Run 1, gate-type map:
Scale: 3 px per µm.
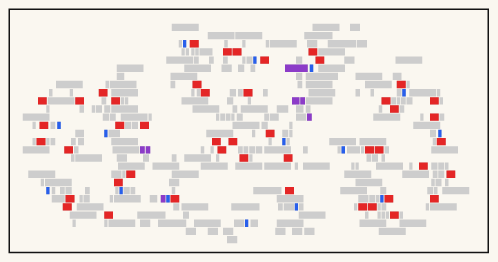
Run 1, clock distribution:
Scale: 4 px per µm.
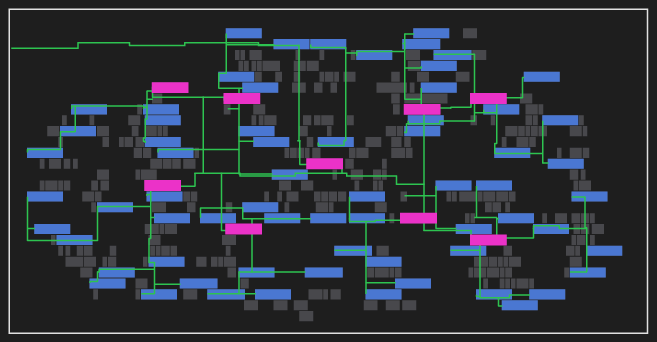
Run 1, wires at chosen ports, followed through buffers:
Scale: 4 px per µm.
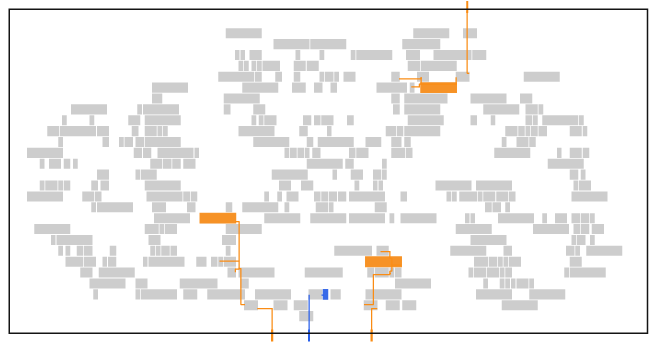
File: src/rtl/button_debounce_if.sv
// Button debouncer bus: raw active-low pins in, debounced level and
// one-cycle press/release event pulses out, one bit per button.
// The debouncer uses the slave modport; whoever drives the pins and consumes
// the events uses the master modport.
interface button_debounce_if #(
    parameter int NUM_BUTTONS = 3
);
    logic [NUM_BUTTONS-1:0] button_i;   // raw pins, active-low, asynchronous
    logic [NUM_BUTTONS-1:0] pressed_o;  // debounced level, 1 = held
    logic [NUM_BUTTONS-1:0] press_o;    // pulse on accepted press (and auto-repeat)
    logic [NUM_BUTTONS-1:0] release_o;  // pulse on accepted release

    modport master (
        output button_i,
        input  pressed_o,
        input  press_o,
        input  release_o
    );

    modport slave (
        input  button_i,
        output pressed_o,
        output press_o,
        output release_o
    );
endinterface

File: src/rtl/button_debounce.sv
// button_debounce: per-button two-flop synchronizer, debounce counter and
// edge detector turning bouncing active-low pins into clean active-high
// levels plus one-cycle press/release pulses.
// Optional feature macro: BUTTON_REPEAT_EN adds auto-repeat press pulses
// while a button stays held (first after REPEAT_DELAY_MS, then every
// REPEAT_RATE_MS). Without it press_o fires once per accepted press.
module button_debounce #(
    parameter int NUM_BUTTONS     = 3,
    parameter int CLOCK_HZ        = 12_000_000,
    parameter int DEBOUNCE_MS     = 10,
    parameter int REPEAT_DELAY_MS = 500,
    parameter int REPEAT_RATE_MS  = 100
) (
    input  logic                    clk,
    input  logic                    reset,
    button_debounce_if.slave        bus
);

    localparam int DEB_CYC = CLOCK_HZ / 1000 * DEBOUNCE_MS;
    localparam int DEB_W   = $clog2(DEB_CYC + 1);
    localparam logic [DEB_W-1:0] DEB_LAST = DEB_W'(DEB_CYC - 1);

    if (DEB_CYC < 2) begin : g_bad_debounce
        $error("button_debounce: debounce period must be at least 2 clock cycles");
    end

`ifdef BUTTON_REPEAT_EN
    localparam int DLY_CYC  = CLOCK_HZ / 1000 * REPEAT_DELAY_MS;
    localparam int RATE_CYC = CLOCK_HZ / 1000 * REPEAT_RATE_MS;
    localparam int REP_MAX  = (DLY_CYC > RATE_CYC) ? DLY_CYC : RATE_CYC;
    localparam int REP_W    = $clog2(REP_MAX + 1);
    localparam logic [REP_W-1:0] DLY_LAST  = REP_W'(DLY_CYC - 1);
    localparam logic [REP_W-1:0] RATE_LAST = REP_W'(RATE_CYC - 1);

    if (DLY_CYC < 2 || RATE_CYC < 2) begin : g_bad_repeat
        $error("button_debounce: repeat delay and rate must be at least 2 clock cycles");
    end
`else
    // Repeat timing is unused here, but a negative duration is still nonsense.
    if (REPEAT_DELAY_MS < 0 || REPEAT_RATE_MS < 0) begin : g_bad_repeat
        $error("button_debounce: repeat durations must not be negative");
    end
`endif

    logic [NUM_BUTTONS-1:0] w_stable;
    logic [NUM_BUTTONS-1:0] w_press;
    logic [NUM_BUTTONS-1:0] w_release;

    for (genvar b = 0; b < NUM_BUTTONS; b++) begin : g_btn
        logic [1:0]       r_sync;     // [0] first stage, [1] synchronized pin
        logic [DEB_W-1:0] r_deb_cnt;
        logic             r_stable;
        logic             r_press;
        logic             r_release;
        logic             w_sync;
        logic             w_differ;
        logic             w_accept;
        logic             w_rep_due;

        // Active-high view of the synchronized pin.
        assign w_sync   = ~r_sync[1];
        assign w_differ = w_sync ^ r_stable;
        // The pin has disagreed with the accepted state for DEB_CYC cycles.
        assign w_accept = w_differ && (r_deb_cnt == DEB_LAST);

        // Two-flop synchronizer; resets to the released (high) pin level.
        always_ff @(posedge clk or posedge reset) begin
            if (reset) begin
                r_sync <= 2'b11;
            end else begin
                r_sync <= {r_sync[0], bus.button_i[b]};
            end
        end

        // Debounce counter: any agreement restarts timing, acceptance toggles state.
        always_ff @(posedge clk or posedge reset) begin
            if (reset) begin
                r_deb_cnt <= {DEB_W{1'b0}};
                r_stable  <= 1'b0;
            end else if (w_accept) begin
                r_deb_cnt <= {DEB_W{1'b0}};
                r_stable  <= ~r_stable;
            end else if (w_differ) begin
                r_deb_cnt <= r_deb_cnt + {{(DEB_W-1){1'b0}}, 1'b1};
            end else begin
                r_deb_cnt <= {DEB_W{1'b0}};
            end
        end

`ifdef BUTTON_REPEAT_EN
        logic [REP_W-1:0] r_rep_cnt;
        logic             r_rep_rate;  // 0: waiting initial delay, 1: steady rate

        // Due while held and not being released this same cycle.
        assign w_rep_due = r_stable && !w_accept &&
                           (r_rep_cnt == (r_rep_rate ? RATE_LAST : DLY_LAST));

        // Repeat timer: idle while released, restarts on every press and repeat.
        always_ff @(posedge clk or posedge reset) begin
            if (reset) begin
                r_rep_cnt  <= {REP_W{1'b0}};
                r_rep_rate <= 1'b0;
            end else if (!r_stable || w_accept) begin
                r_rep_cnt  <= {REP_W{1'b0}};
                r_rep_rate <= 1'b0;
            end else if (w_rep_due) begin
                r_rep_cnt  <= {REP_W{1'b0}};
                r_rep_rate <= 1'b1;
            end else begin
                r_rep_cnt  <= r_rep_cnt + {{(REP_W-1){1'b0}}, 1'b1};
            end
        end
`else
        assign w_rep_due = 1'b0;
`endif

        // Event pulses registered on the same edge that the level toggles.
        always_ff @(posedge clk or posedge reset) begin
            if (reset) begin
                r_press   <= 1'b0;
                r_release <= 1'b0;
            end else begin
                r_press   <= (w_accept && !r_stable) || w_rep_due;
                r_release <= w_accept && r_stable;
            end
        end

        assign w_stable[b]  = r_stable;
        assign w_press[b]   = r_press;
        assign w_release[b] = r_release;
    end

    assign bus.pressed_o = w_stable;
    assign bus.press_o   = w_press;
    assign bus.release_o = w_release;

endmodule

File: src/flat_wrapper.sv
// flat-port wrapper written by rule: the top's interface ports become plain ports
module button_debounce_flat 
#(
    parameter int NUM_BUTTONS     = 3,
    parameter int CLOCK_HZ        = 12_000_000,
    parameter int DEBOUNCE_MS     = 10,
    parameter int REPEAT_DELAY_MS = 500,
    parameter int REPEAT_RATE_MS  = 100
)
  (clk, reset, bus_button_i, bus_pressed_o, bus_press_o, bus_release_o);
  button_debounce_if #(.NUM_BUTTONS(NUM_BUTTONS)) bus_i ();
  input  logic clk;
  input  logic reset;
  input wire logic [$bits(bus_i.button_i)-1:0] bus_button_i;
  output wire logic [$bits(bus_i.pressed_o)-1:0] bus_pressed_o;
  output wire logic [$bits(bus_i.press_o)-1:0] bus_press_o;
  output wire logic [$bits(bus_i.release_o)-1:0] bus_release_o;
  assign bus_i.button_i = bus_button_i;
  assign bus_pressed_o = bus_i.pressed_o;
  assign bus_press_o = bus_i.press_o;
  assign bus_release_o = bus_i.release_o;
  button_debounce #(.NUM_BUTTONS(NUM_BUTTONS), .CLOCK_HZ(CLOCK_HZ), .DEBOUNCE_MS(DEBOUNCE_MS), .REPEAT_DELAY_MS(REPEAT_DELAY_MS), .REPEAT_RATE_MS(REPEAT_RATE_MS)) u_core (.clk(clk), .reset(reset), .bus(bus_i));
endmodule
File: config.mk
export PLATFORM = sky130hd
export DESIGN_NAME = button_debounce_flat
export DESIGN_NICKNAME = d
export VERILOG_FILES = /design/src/rtl/button_debounce_if.sv /design/src/rtl/button_debounce.sv /design/src/flat_wrapper.sv
export SDC_FILE = /design/constraint.sdc
export NUM_CORES = 1
export LEC_CHECK = 0
export CAP_MARGIN = 10
export CELL_PAD_IN_SITES_DETAIL_PLACEMENT = 0
export CELL_PAD_IN_SITES_GLOBAL_PLACEMENT = 1
export CORE_ASPECT_RATIO = 0.5
export CORE_UTILIZATION = 25
export DETAILED_ROUTE_END_ITERATION = 7
export MAX_ROUTING_LAYER = met4
export PLACE_DENSITY_LB_ADDON = 0.1
export SYNTH_ARGS = -nofsm -noshare
export SYNTH_HDL_FRONTEND = slang
export SYNTH_SLANG_ARGS = --single-unit
File: constraint.sdc
create_clock -name clk -period 3.45 [get_ports clk]
set_clock_uncertainty 0.2 [all_clocks]
set_input_delay 0.345 -clock clk [delete_from_list [all_inputs] [get_ports clk]]
set_output_delay 0.345 -clock clk [all_outputs]
set_load 0.01 [all_outputs]
==> changes_impl.md, run 1 <==
## Implementation

* Status: finished clean
* Overflow after GRT at 0
* Final #Nets at 323
* Met1 WL at 3.055 mm
* Placed inst area at 3337 µm²
* Worst reg2reg setup slack at 1.20 ns
* Hold Path Sink: u_core.g_btn[2].r_sync[1]
* OpenROAD warnings at 26
* Top cell type's share of synthesized area at 48.60%
* Core box area at 11910 µm²
* Critical path launch point type: flip-flop
* Seq share, synth at 53.71%
* N_diodes at 0
* CP startpoint: u_core.g_btn[0].r_deb_cnt[13]
* Final worst-path cycle share at 65.25%
* Placer Congestion at 0.7502
* Root Buffer: clkbuf_16
* M2 GR Usage at 17.19%
* WP data arrival at 2.23 ns
* DP HPWL at 3.912 mm
* Initial DRC count at 88
* Overall power at 1.736 mW
* Hold WC Path Type: flip-flop to flip-flop
* Final hold viol count at 0
* Drt pass-1 iters at 4
* Final setup fails at 0
* Final setup margin at 1.199 ns
* RSZ-0062 raised after global routing: no
* Area leader, netlist: dfrtp_1
* Vias in the first global route at 2119
* WL/cell at 12.52 µm
* Setup repair bufs after CTS at 0
* Die Width at 159.2 µm
* Required time worst endpoint at 3.43 ns
* Cell row count at 28
* Clock sinks at 66
* DR vias at 2135
* Post-Route WL at 6.073 mm
* Layout area overhead at 17.29%
* Worst-path fanout max at 16
* Met3 WL post-DR at 214 µm
* Worst hold start: u_core.g_btn[2].r_sync[0]
* Remaining antenna violation count after routing at 0
* Resized cells post-CTS at 0
* Yosys Warn Count at 0
* TritonCTS Buffers at 9
* Core Util at FP at 25.93%
* Number of synthesized register bits at 66
* Layout Utilization at 30.42%
* CP Capture Point: u_core.g_btn[0].r_deb_cnt[14]
* Critical R2R Launch: u_core.g_btn[0].r_deb_cnt[13]
* First-pass GRT wire length at 10.55 mm
* GRT busiest layer: met2
* Leakage power at 1.361 nW
* Placed instance count at 469
* Syn Nets at 311
* Met3 Use GR at 4.029%
* Met1 GRT Util at 13.10%
* Initial antenna violation count at 0
* Cell Chain, Critical Path: nand4b_1 > or4_4 > o31ai_4 > nor2_1
* Pin slew with the least headroom to its limit at 0.8466 ns
* CTS Hold Bufs at 0
* Critical path class: flip-flop to flip-flop
* Highest layer used for signal routing: met4
* Most numerous logic cells after layout: 60 x dfrtp_1, 59 x nor2_1, 39 x xnor2_1, 17 x nand3_1, 17 x nor3_1
* Pwr/cell area at 479.2 nW/µm²
* Post-Syn Area per Cell at 10.20 µm²
* Max VDD drop at 0.1666 mV
* Gate Count Post-Synth at 303
* Clk buf depth at 2
* Reg-to-reg endpoint: u_core.g_btn[0].r_deb_cnt[14]
* Fmax at 0.4443 GHz
* Pre-CTS setup slack at 1.149 ns
Notes on 'gate-type map' above:
- inverters: blue (cells 15; most used inv_1)
- XOR/XNOR gates: red (cells 46; most used xnor2_1)
- inverting AOI/OAI gates: purple (cells 7)
Commonest Layout Cell: dfrtp_1
Post-Layout Cell Count: 485
fraction of area in multi-input gates: 35.05%

Notes on 'clock distribution' above:
- clock wires: green (length 1060 µm)
- flip-flops: blue (count 66)
- clock drivers: magenta (count 9)
- routed clock nets: 10
- flops lie: spread over the die
Late-Pin Clk Latency: 0.33 ns
Clock group: 0.885 mW

Notes on 'wires at chosen ports, followed through buffers' above:
- bus_pressed_o: orange (bits 3; direction output; edge 2 bottom, 1 top; end cells 3; buffers 3; wire 109 µm)
- reset: blue (bits 1; direction input; edge bottom; end cells 1; buffers 1; wire 9.50 µm)
Port Buffer Count: 13
IO Pins: 14

## run 1: synthesized netlist by cell type (all sizes together)
| cell type | count |
|---|---|
| inv | 15 |
| nand4 | 15 |
| mux2i | 3 |
| o21ai | 3 |
| or3 | 2 |
| or2 | 1 |
| dfrtp | 60 |
| nand3 | 19 |
| o31ai | 2 |
| nor4b | 2 |
| xor2 | 7 |
| xnor2 | 39 |
| nor3 | 17 |
| nand4b | 1 |
| or4 | 3 |
| a21oi | 2 |
| and3 | 2 |
| nand2 | 12 |
| nor4 | 14 |
| nor4bb | 1 |
| nor2 | 59 |
| clkbuf | 1 |
| ha | 3 |
| buf | 13 |
| dfstp | 6 |
| a41o | 1 |
## run 1: kinds of logic (layout without fill, tap and decap cells)
kind of cell    Yosys count  in the layout  share of synthesized area [%]
mux                       3              3                         0.9721
xor+xnor                 46             46                          13.04
compound gates            8              8                          2.066
simple gates            148            148                          23.82
flops                    66             66                          53.71
buf+inv                  29             46                          5.184
fa+ha+maj                 3              3                          1.215
## run 1: worst max-delay path, delay by kind of cell, from the launching register on
kind,cells,cell delay [ns]
flops,1,0.41
simple gates,3,0.83
compound gates,1,0.67
## run 1: flip-flops by register name (all words and copies together), names as in the netlist
name                    flops
u_core.g_btn.r_release      3
u_core.g_btn.r_press        3
u_core.g_btn.r_stable       3
u_core.g_btn.r_deb_cnt     51
u_core.g_btn.r_sync         6
## run 1: layout make-up
cell class,count,area [µm²]
clock inverter,6,57.56
tap,165,206.4
clock buffer,10,229.0
inverter,15,56.30
sequential,66,1659
fill,1233,8288
multi-input combinational,208,1270
timing repair buffer,15,145.1
## run 1: power by group
part           internal [mW]  switching [mW]
clock                  0.554           0.331
sequential             0.790          0.0113
combinational         0.0162          0.0344
Run 1, routed metal per tile:
Scale: 3 px per µm. 32 x 16 tiles, from white (low) to dark blue (high), scaled to the fullest tile. Values are wire area over tile area, all layers added.
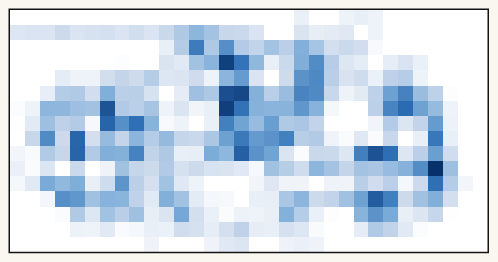

==> run 2, diff against run 1 <==
==> constraint.sdc (replaced) <==
create_clock -name clk -period 2.1 [get_ports clk]
set_clock_uncertainty 0.2 [all_clocks]
set_input_delay 0.21 -clock clk [delete_from_list [all_inputs] [get_ports clk]]
set_output_delay 0.21 -clock clk [all_outputs]
set_load 0.01 [all_outputs]
Run 2, routed metal per tile:
Scale: 3 px per µm. 32 x 16 tiles, from white (low) to dark blue (high), scaled to the fullest tile. Values are wire area over tile area, all layers added.
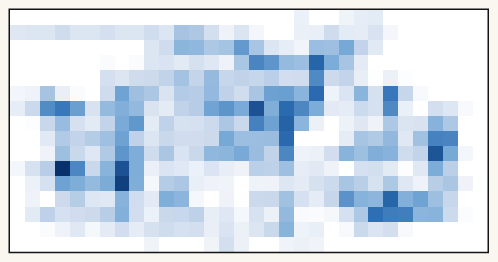
- nearly empty tiles: 29%
- densest ninth of the die: middle
- tiles over half the peak: 8.6%
- mean over tiles: 0.075
- fullest tile: 0.38
Total GRT Usage: 11.67%
WL/cell: 12.46 µm

Run 2, gate-type map:
Scale: 3 px per µm.
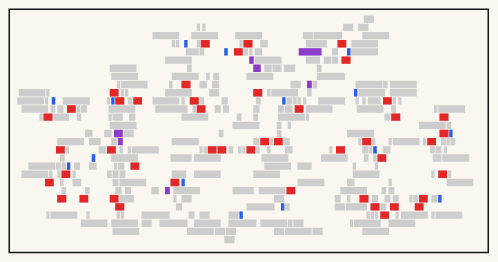
fraction of area in multi-input gates: 33.31%
Post-Layout Cell Count: 501

==> run 2 against run 1 <==
Compared with the run above:
- critical path depth rose by 1
- cell area increased by 5.7%
- first-iteration DRC count is 30% higher
- utilization up 1.7 points
- total power grew 72%
- synthesized cell count stayed put
- worst setup slack worse by 1.1 ns
- wire length up 2.8%
- register-to-register slack lost 1.1 ns
- clock power increased by 76%
- clock-buffer cell count rose by 5
- largest power group unchanged
==> changes_impl.md, run 2 <==
## Implementation

* Most instantiated cells after synthesis: 60 x dfrtp_1, 59 x nor2_1, 39 x xnor2_1 (unchanged)
* Yosys Warn Count at 0 (unchanged)
* Worst-path fanout max at 4 (was 16)
* Seq share, synth at 53.71% (unchanged)
* Top cell type's share of synthesized area at 48.60% (unchanged)
* Hold WC Path Type: primary input to asynchronous set/reset pin (was flip-flop to flip-flop)
* Largest Register: u_core.g_btn.r_deb_cnt (unchanged)
* Most numerous logic cells after layout: 60 x dfrtp_1, 59 x nor2_1, 39 x xnor2_1, 17 x nand3_1, 17 x nor3_1 (unchanged)
* DP HPWL at 4.325 mm (was 3.912 mm)
* Fmax at 0.4973 GHz (was 0.4443 GHz)
* Clk buf depth at 2 (unchanged)
* DRC at 0 (unchanged)
* Clock group at 1.56 mW (was 0.885 mW)
* Logic area at 1276 µm² (was 1270 µm²)
* Cell Chain, Critical Path: ha_2 > nand3_1 > or4_4 > or3_1 > a21oi_2 (was nand4b_1 > or4_4 > o31ai_4 > nor2_1)
* Overflow after GRT at 0 (unchanged)
* Pin slew with the least headroom to its limit at 0.4640 ns (was 0.8466 ns)
* DR vias at 2164 (was 2135)
* # fillers at 1244 (was 1233)
* Combinational power at 0.104 mW (was 0.0506 mW)
* Placed inst area at 3500 µm² (was 3337 µm²)
* Drt pass-1 iters at 4 (unchanged)
* Pre-CTS setup slack at 0.09148 ns (was 1.149 ns)
* Max VDD drop at 0.3706 mV (was 0.1666 mV)
* Count of library flops with an enable pin at 0 (unchanged)
* Critical path class: flip-flop to flip-flop (unchanged)
* Initial DRC count at 114 (was 88)
* WP data arrival at 2.07 ns (was 2.23 ns)
* Clock sinks at 66 (unchanged)
* Late-Pin Clk Latency at 0.33 ns (about the same)
* Final worst-path cycle share at 95.76% (was 65.25%)
* Final #Nets at 339 (was 323)
* Placed instance count at 484 (was 469)
* Required time worst endpoint at 2.16 ns (was 3.43 ns)
* Syn Nets at 311 (unchanged)
* Placer Congestion at 0.7290 (was 0.7502)
* Die Width at 159.2 µm (unchanged)
* Sequential share of power at 44.2% (was 46.1%)
* Critical path launch point type: flip-flop (unchanged)
* Largest registers: u_core.g_btn.r_deb_cnt: 51 flops, u_core.g_btn.r_sync: 6 flops (unchanged)
* CP startpoint: u_core.g_btn[1].r_deb_cnt[0] (was u_core.g_btn[0].r_deb_cnt[13])
* Max reg flops at 51 (unchanged)
* OpenROAD warnings at 26 (unchanged)
* Synth top cell by count: dfrtp_1 (unchanged)
* Switching Share at 19.84% (was 21.69%)
* Core Util at FP at 25.93% (unchanged)
* Core box area at 11910 µm² (unchanged)
* Post-Route WL at 6.243 mm (was 6.073 mm)
* Clock power share at 52.4% (was 51.0%)
* Post-Syn Area per Cell at 10.20 µm² (unchanged)
* Number of synthesized register bits at 66 (unchanged)
* Status: finished clean (unchanged)
* Register Area at 1659 µm² (unchanged)
* First-pass GRT wire length at 11.18 mm (was 10.55 mm)
* Worst Path Buf+Inv at 0 (unchanged)
* RSZ-0062 raised after global routing: no (unchanged)
* Top delay family on crit path: simple AND/OR/NAND/NOR gates (unchanged)
* Root Buffer: clkbuf_16 (unchanged)
* Combinational share of power at 3.5% (was 2.9%)
* IO Pins at 14 (unchanged)
* Asr flop ratio synth at 100.0% (unchanged)
* TritonCTS Buffers at 9 (unchanged)
* Final setup margin at 0.08895 ns (was 1.199 ns)
* Gate Count Post-Synth at 303 (unchanged)
* N_diodes at 0 (unchanged)
* Initial antenna violation count at 0 (unchanged)
* Cell row count at 28 (unchanged)
* Cell Int Power at 2.390 mW (was 1.360 mW)
* Remaining antenna violation count after routing at 0 (unchanged)
* Port Buffer Count at 13 (unchanged)
* Final hold viol count at 0 (unchanged)
* Pwr/cell area at 778.1 nW/µm² (was 479.2 nW/µm²)
* Overall power at 2.981 mW (was 1.736 mW)
* Final setup fails at 0 (unchanged)
* Top pwr grp: clock (unchanged)
* Commonest Layout Cell: dfrtp_1 (unchanged)
* Flop+latch power at 1.32 mW (was 0.801 mW)
* Area leader, netlist: dfrtp_1 (unchanged)
* Vias in the first global route at 2240 (was 2119)
* P_sw at 0.5913 mW (was 0.3767 mW)
* Critical R2R Launch: u_core.g_btn[1].r_deb_cnt[0] (was u_core.g_btn[0].r_deb_cnt[13])
* Leakage power at 1.467 nW (was 1.361 nW)
* Worst path depth at 5 (was 4)
* Post-synth top flop: dfrtp_1 (unchanged)
[run 2: path summary, 6_finish.rpt]
kind	slack, ns	end
max	0.09	u_core.g_btn[1].r_deb_cnt[16]
min	0.02	u_core.g_btn[1].r_stable
max reg2reg	0.09	u_core.g_btn[1].r_deb_cnt[16]
min reg2reg	0.16	u_core.g_btn[1].r_sync[1]
max in group asynchronous	1.09	u_core.g_btn[0].r_sync[1]
min in group clk	0.09	u_core.g_btn[1].r_sync[0]
[run 2: routing by layer]
layer | wire length (µm) | vias to the layer above | GRT usage [%]
met5 | 0 | - | -
met4 | 82 | 0 | 3.750
met3 | 211 | 10 | 4.029
met2 | 2829 | 25 | 17.68
met1 | 3119 | 1049 | 14.63
li1 | - | 1080 | -
[run 2: kinds of logic (layout without fill, tap and decap cells)]
kind of cell | after synthesis | in the layout | share of synthesized area, %
and+or+nand+nor | 148 | 148 | 23.82
DFF | 66 | 66 | 53.71
xor gates and xnor gates | 46 | 46 | 13.04
buffers and inverters | 29 | 62 | 5.184
AOI/OAI and AO/OA | 8 | 8 | 2.066
adders and majority gates | 3 | 3 | 1.215
muxes | 3 | 3 | 0.9721
[run 2: repair_timing]
item,4_1_cts,5_1_grt
gates resized,0,2
setup endpoints to repair,0,1
buffers inserted,0,1
hold buffers,0,0
[run 2: per-stage QoR]
stage | util (%) | hold WS (ns)
floorplan | - | 0.01448
global placement | 29.38 | 0.1457
CTS | 32.05 | 0.02723
detailed placement | 29.38 | 0.1479
global route | 32.16 | 0.05889
finish | 32.16 | 0.01789
[run 2: area by class of cell]
class                           count  area share (%)
Inverter                           15           1.470
Sequential cell                    66           43.31
Clock buffer                       15           7.511
Multi-Input combinational cell    208           33.31
Timing Repair Buffer               31           8.230
Clock inverter                      1          0.7838
Tap cell                          165           5.389
No activity file was given, so power comes from the tool's default toggle rates.
